<file path="config.mk">
export PLATFORM = sky130hd
export DESIGN_NAME = tpu_sequencer
export DESIGN_NICKNAME = d
export VERILOG_FILES = /design/src/rtl/tpu_sequencer.sv
export SDC_FILE = /design/constraint.sdc
export NUM_CORES = 1
export LEC_CHECK = 0
export CAP_MARGIN = 10
export CELL_PAD_IN_SITES_DETAIL_PLACEMENT = 1
export CELL_PAD_IN_SITES_GLOBAL_PLACEMENT = 2
export CORE_MARGIN = 5
export CORE_UTILIZATION = 24
export DETAILED_ROUTE_END_ITERATION = 12
export PLACE_DENSITY_LB_ADDON = 0.1
export SYNTH_ARGS = -nofsm -noshare
export SYNTH_HDL_FRONTEND = slang
export SYNTH_SLANG_ARGS = --single-unit
</file>
<file path="constraint.sdc">
create_clock -name clk -period 2.1 [get_ports clk]
set_clock_uncertainty 0.1 [all_clocks]
set_input_delay 0.21 -clock clk [delete_from_list [all_inputs] [get_ports clk]]
set_output_delay 0.21 -clock clk [all_outputs]
set_load 0.01 [all_outputs]
</file>
<file path="src/rtl/tpu_sequencer.sv">
// Decodes host instructions into operand-memory writes and sequences one skewed compute pass over the systolic array.
// Latency: LOAD/STORE effects one cycle after accept; first read enable two cycles after START; done at START+RUN_LEN+2.
// Backpressure: instr_ready is low only during the single DONE cycle; other states accept every valid instruction.
module tpu_sequencer #(
    parameter int DATA_WIDTH = 8,
    parameter int ARRAY_SIZE = 4,
    parameter int IDX_W      = $clog2(ARRAY_SIZE),
    parameter int CNT_W      = 5
) (
    input  logic                        clk,
    input  logic                        rst,
    input  logic                        instr_valid,
    input  logic [15:0]                 instr,
    output logic                        instr_ready,
    output logic                        mema_write_enable,
    output logic [IDX_W-1:0]            mema_write_line,
    output logic [IDX_W-1:0]            mema_write_elem,
    output logic [DATA_WIDTH-1:0]       mema_data_in,
    output logic                        memb_write_enable,
    output logic [IDX_W-1:0]            memb_write_line,
    output logic [IDX_W-1:0]            memb_write_elem,
    output logic [DATA_WIDTH-1:0]       memb_data_in,
    output logic [ARRAY_SIZE-1:0]       mema_read_enable,
    output logic [IDX_W*ARRAY_SIZE-1:0] mema_read_elem,
    output logic [ARRAY_SIZE-1:0]       memb_read_enable,
    output logic [IDX_W*ARRAY_SIZE-1:0] memb_read_elem,
    output logic                        array_clear,
    output logic                        array_write_enable,
    output logic [IDX_W-1:0]            array_output_row,
    output logic [IDX_W-1:0]            array_output_column,
    output logic                        result_valid,
    output logic                        busy,
    output logic                        done,
    output logic                        instr_err
);

    localparam logic [1:0] S_IDLE  = 2'd0;
    localparam logic [1:0] S_CLEAR = 2'd1;
    localparam logic [1:0] S_RUN   = 2'd2;
    localparam logic [1:0] S_DONE  = 2'd3;

    localparam logic [1:0] OP_START = 2'b00;
    localparam logic [1:0] OP_STOP  = 2'b01;
    localparam logic [1:0] OP_LOAD  = 2'b10;
    localparam logic [1:0] OP_STORE = 2'b11;

    // Last counter value of a pass: the skew needs ARRAY_SIZE steps plus ARRAY_SIZE-1 of stagger on each side.
    localparam logic [CNT_W-1:0] RUN_LEN = CNT_W'(3 * ARRAY_SIZE - 2);

    logic [1:0]            state;
    logic [CNT_W-1:0]      cnt;
    logic                  accept;
    logic [1:0]            op;
    logic                  is_stop;
    logic [IDX_W-1:0]      f_row;
    logic [IDX_W-1:0]      f_col;
    logic [DATA_WIDTH-1:0] f_imm;
    logic                  in_run;
    logic [ARRAY_SIZE-1:0] rd_en;
    logic [IDX_W*ARRAY_SIZE-1:0] rd_elem;
    logic                  unused_reserved;

    // Instruction field extraction and status decode.
    assign op              = instr[15:14];
    assign is_stop         = (op == OP_STOP);
    assign f_row           = IDX_W'(instr[11:10]);
    assign f_col           = IDX_W'(instr[9:8]);
    assign f_imm           = DATA_WIDTH'(instr[7:0]);
    assign unused_reserved = instr[12];

    assign instr_ready        = (state != S_DONE);
    assign accept             = instr_valid & instr_ready;
    assign in_run             = (state == S_RUN);
    assign busy               = (state == S_CLEAR) || in_run;
    assign array_clear        = (state == S_CLEAR);
    assign array_write_enable = in_run;
    assign done               = (state == S_DONE);

    // Skewed read window: line i is active for ARRAY_SIZE cycles starting at counter i+1, stepping its element select.
    for (genvar g = 0; g < ARRAY_SIZE; g++) begin : g_rd
        localparam logic [CNT_W-1:0] LO = CNT_W'(g + 1);
        localparam logic [CNT_W-1:0] HI = CNT_W'(g + ARRAY_SIZE);
        logic [IDX_W-1:0] off;
        assign off = IDX_W'(cnt - LO);
        assign rd_en[g] = in_run && (cnt >= LO) && (cnt <= HI);
        assign rd_elem[g*IDX_W +: IDX_W] = rd_en[g] ? off : '0;
    end

    assign mema_read_enable = rd_en;
    assign memb_read_enable = rd_en;
    assign mema_read_elem   = rd_elem;
    assign memb_read_elem   = rd_elem;

    // Pass FSM, pass counter and registered instruction side effects.
    always_ff @(posedge clk) begin
        if (rst) begin
            state               <= S_IDLE;
            cnt                 <= '0;
            mema_write_enable   <= 1'b0;
            mema_write_line     <= '0;
            mema_write_elem     <= '0;
            mema_data_in        <= '0;
            memb_write_enable   <= 1'b0;
            memb_write_line     <= '0;
            memb_write_elem     <= '0;
            memb_data_in        <= '0;
            array_output_row    <= '0;
            array_output_column <= '0;
            result_valid        <= 1'b0;
            instr_err           <= 1'b0;
        end else begin
            mema_write_enable <= 1'b0;
            memb_write_enable <= 1'b0;
            result_valid      <= 1'b0;
            instr_err         <= 1'b0;
            case (state)
                S_IDLE: begin
                    if (accept) begin
                        case (op)
                            OP_START: state <= S_CLEAR;
                            OP_LOAD: begin
                                if (instr[13]) begin
                                    memb_write_enable <= 1'b1;
                                    memb_write_line   <= f_row;
                                    memb_write_elem   <= f_col;
                                    memb_data_in      <= f_imm;
                                end else begin
                                    mema_write_enable <= 1'b1;
                                    mema_write_line   <= f_row;
                                    mema_write_elem   <= f_col;
                                    mema_data_in      <= f_imm;
                                end
                            end
                            OP_STORE: begin
                                array_output_row    <= f_row;
                                array_output_column <= f_col;
                                result_valid        <= 1'b1;
                            end
                            default: ;
                        endcase
                    end
                end
                S_CLEAR: begin
                    if (accept && is_stop) begin
                        state <= S_IDLE;
                        cnt   <= '0;
                    end else begin
                        instr_err <= accept;
                        state     <= S_RUN;
                        cnt       <= CNT_W'(1);
                    end
                end
                S_RUN: begin
                    if (accept && is_stop) begin
                        state <= S_IDLE;
                        cnt   <= '0;
                    end else begin
                        instr_err <= accept;
                        // Saturate rather than wrap; reaching the end always exits.
                        if (cnt >= RUN_LEN) begin
                            state <= S_DONE;
                        end else begin
                            cnt <= cnt + CNT_W'(1);
                        end
                    end
                end
                default: begin
                    state <= S_IDLE;
                    cnt   <= '0;
                end
            endcase
        end
    end

endmodule

</file>
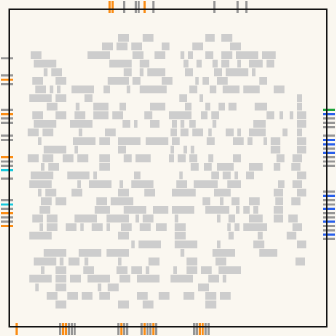
Fig. 1. Ports around the boundary.
Pins as bars across the die edge, other pins in gray.
Orange stands for `instr`, pins 16, direction input, edge 8 south, 5 west, 3 north. Green stands for `array_clear`, pins 1, direction output, edge east. Blue stands for `memb_read_elem`, pins 8, direction output, edge east. Cyan stands for `array_output_row`, pins 2, direction output, edge west.
All pins by edge: 25 east, 23 south, 22 west, 10 north.
Die Wd: 99.92 µm
die height: 99.92 µm

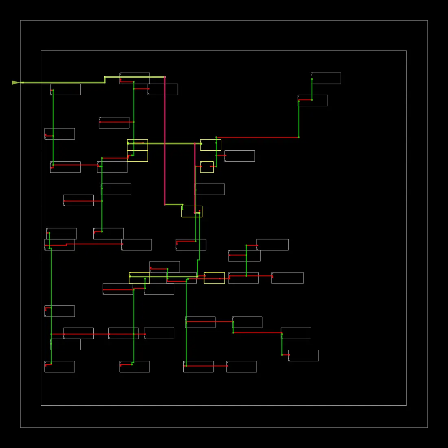
Fig. 2. Clock routing.
P_clk: 528 µW
Num Clock Sinks: 39

==> flow_metrics.env <==
# physical design summary
export IMPL_wl_met3_um=552
export IMPL_status="completed"
export IMPL_cpPeakStageDelay_ns=0.37
export IMPL_flops=39
export IMPL_num_nonclk_inverters=11
export IMPL_top_area_cell="dfxtp_1"
export IMPL_avgSynthCellArea_um2=9.154
export IMPL_combPwrFrac_pct=29.8
export IMPL_via_count=1777
export IMPL_cts_hold_buf=0
export IMPL_top_layer_used="met4"
export IMPL_antenna_cells=0
export IMPL_antenna_found_initial=0
export IMPL_ys_ff=39
export IMPL_relSlewSlack_pct=74.18
export IMPL_grt_max_degree=36
export IMPL_insertion_delay_ns=0.28
export IMPL_rows=32
export IMPL_syn_cell_area_um2=1941
export IMPL_p_sw_uw=569.4
export IMPL_cts_root_buf="clkbuf_8"
export IMPL_netlist_instances=212
export IMPL_reg2regPathDepth=6
export IMPL_fillers=912
export IMPL_p_seq_share_pct=42.1
export IMPL_clkbuf_count=6
export IMPL_simple_gate_area_share_pct=21.86
export IMPL_cts_made_buffers=5
export IMPL_drive_gt1_share_pct=19.59
export IMPL_tool_warnings=33
export IMPL_ff_type="dfxtp_1"
export IMPL_worst_hold_path_endpoint="mema_data_in[6]"
export IMPL_grt_pass1_vias=1854
export IMPL_period_used_pct=95.13
export IMPL_p_leak_nw=1.234
export IMPL_syn2layout_area_growth_pct=55.51
export IMPL_ant_nets=0
export IMPL_setup_tns_ns=0
export IMPL_synth_cell_types=42
export IMPL_cp_data_arrival_time_ns=1.69
export IMPL_wirelength_met1_mm=2.400
export IMPL_cts_tree="built"
export IMPL_crit_end="mema_read_elem[1]"
export IMPL_tightestPinTransition_ns=0.3873
export IMPL_seq_share_pct=26.00
export IMPL_comb_cells=138
export IMPL_finalSetupViolations=0
export IMPL_hp_class="register to register"
export IMPL_period_minus_slack_ns=1.998
export IMPL_crit_type="register to primary output"
export IMPL_yosys_area_um2=1941
export IMPL_use_met2_pct=18.47
export IMPL_cp_slowest_cell="dfxtp_2"
export IMPL_hold_violations=0
export IMPL_reg2reg_from="state[1]"
export IMPL_clockBufferDepth=2
export IMPL_comb_power_uw=559
export IMPL_required_ns=1.79
export IMPL_yosysMostFrequentCell="dfxtp_1"
export IMPL_place_congestion=0.7577
export IMPL_io_buffers=78
export IMPL_seq_area_frac_synth_pct=40.23
export IMPL_max_cap_violations=0
export IMPL_power_leader="sequential cells"
export IMPL_worst_path_stages=6
export IMPL_power_density_nw_per_um2=621.9
export IMPL_final_nets=322
export IMPL_synth_top_area_share_pct=40.23
export IMPL_common_cells="dfxtp_1, nor2_1, mux2i_1, buf_4, inv_1"
export IMPL_ir_worst_vdd_uv=300.5
export IMPL_crit_buf_inv=2
export IMPL_cp_startpoint="cnt[1]"
export IMPL_pg_seq_uw=789
export IMPL_busiest_layer="met2"
export IMPL_wl_met2_mm=2.623
export IMPL_critical_path_top_delay_family="simple AND/OR/NAND/NOR gates"
export IMPL_initial_utilization_pct=24.86
export IMPL_p_total_mw=1.877
export IMPL_buf_share_pct=30.60
export IMPL_endpoint_kind="primary output"
export IMPL_gr_total_overflow=0
export IMPL_ios=80
export IMPL_dp_cells=390
export IMPL_ys_cells=212
export IMPL_drv_slew=0
export IMPL_drt_iter0_drc=28
export IMPL_wirelength_mm=5.639
export IMPL_r2r_end="cnt[1]"
export IMPL_setup_ws_ns=0.1023
export IMPL_signal_buffers=101
export IMPL_top_regs="mema_data_in: 8 flops, memb_data_in: 8 flops, cnt: 5 flops"
export IMPL_dp_hpwl_mm=4.411
export IMPL_drt_first_pass_iters=4
export IMPL_met3_usage_pct=5.212
export IMPL_mux_share_pct=14.96
export IMPL_startpoint_type="register"
export IMPL_regArea_um2=784.5
export IMPL_pre_cts_slack_ns=0.02107
export IMPL_core_area_um2=7807
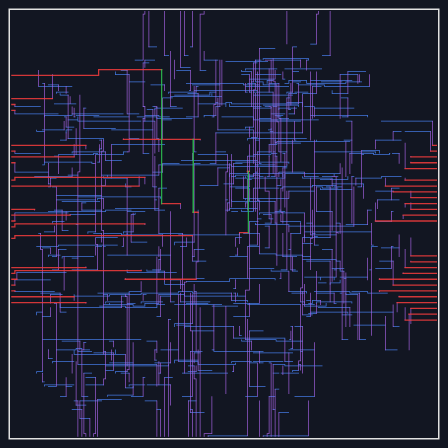
Fig. 3. Routed metal, one color a layer.
Green stands for met4, wire length 62.6 µm. Purple stands for met2, wire length 2620 µm. Blue stands for met1, wire length 2400 µm. Red stands for met3, wire length 553 µm.
GRT Util Overall: 11.53%
post-DR wirelength/cell: 14.17 µm

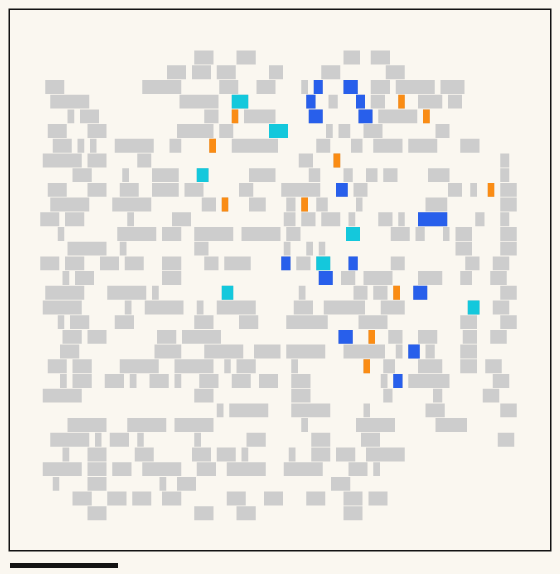
Fig. 4. Selected gate families.
Scale bar: 20 µm.
Orange stands for inverters, cells 11, most used inv_1. Blue stands for inverting AOI/OAI gates, cells 15, most used o21ai_0. Cyan stands for AND and OR gates, cells 7.
dominant logic cell type in the layout: clkdlybuf4s50_1
Comb/total area: 34.78%
Finished Layout Cells: 398

-- stage by stage --
step | utilization [%] | cell area (µm²)
6_report | 38.65 | 3018
5_1_grt | 38.65 | 3018
4_1_cts | 38.75 | 3025
3_5_place_dp | 36.91 | 2882
3_3_place_gp | 36.91 | 2882
2_1_floorplan | - | 1946
-- cells in the final DEF, fill, tap and decap left out, drive strengths merged, types with 3 or more instances in the layout --
cell,Yosys,layout
buf,17,23
clkbuf,7,10
clkdlybuf4s50,0,53
dfxtp,39,39
dlygate4sd2,0,21
ha,7,7
inv,11,12
mux2i,29,29
nand2,8,8
nand3,3,3
nand4,4,4
nor2,37,37
nor3,9,9
nor4,3,3
o21ai,5,5
o31ai,3,3
-- repair_timing --
action                     in CTS  in global routing
pin swaps                       5                  0
setup buffers                   1                  0
setup endpoints to repair      25                 10
resized                        44                 10
No activity file was given, so power comes from the tool's default toggle rates.
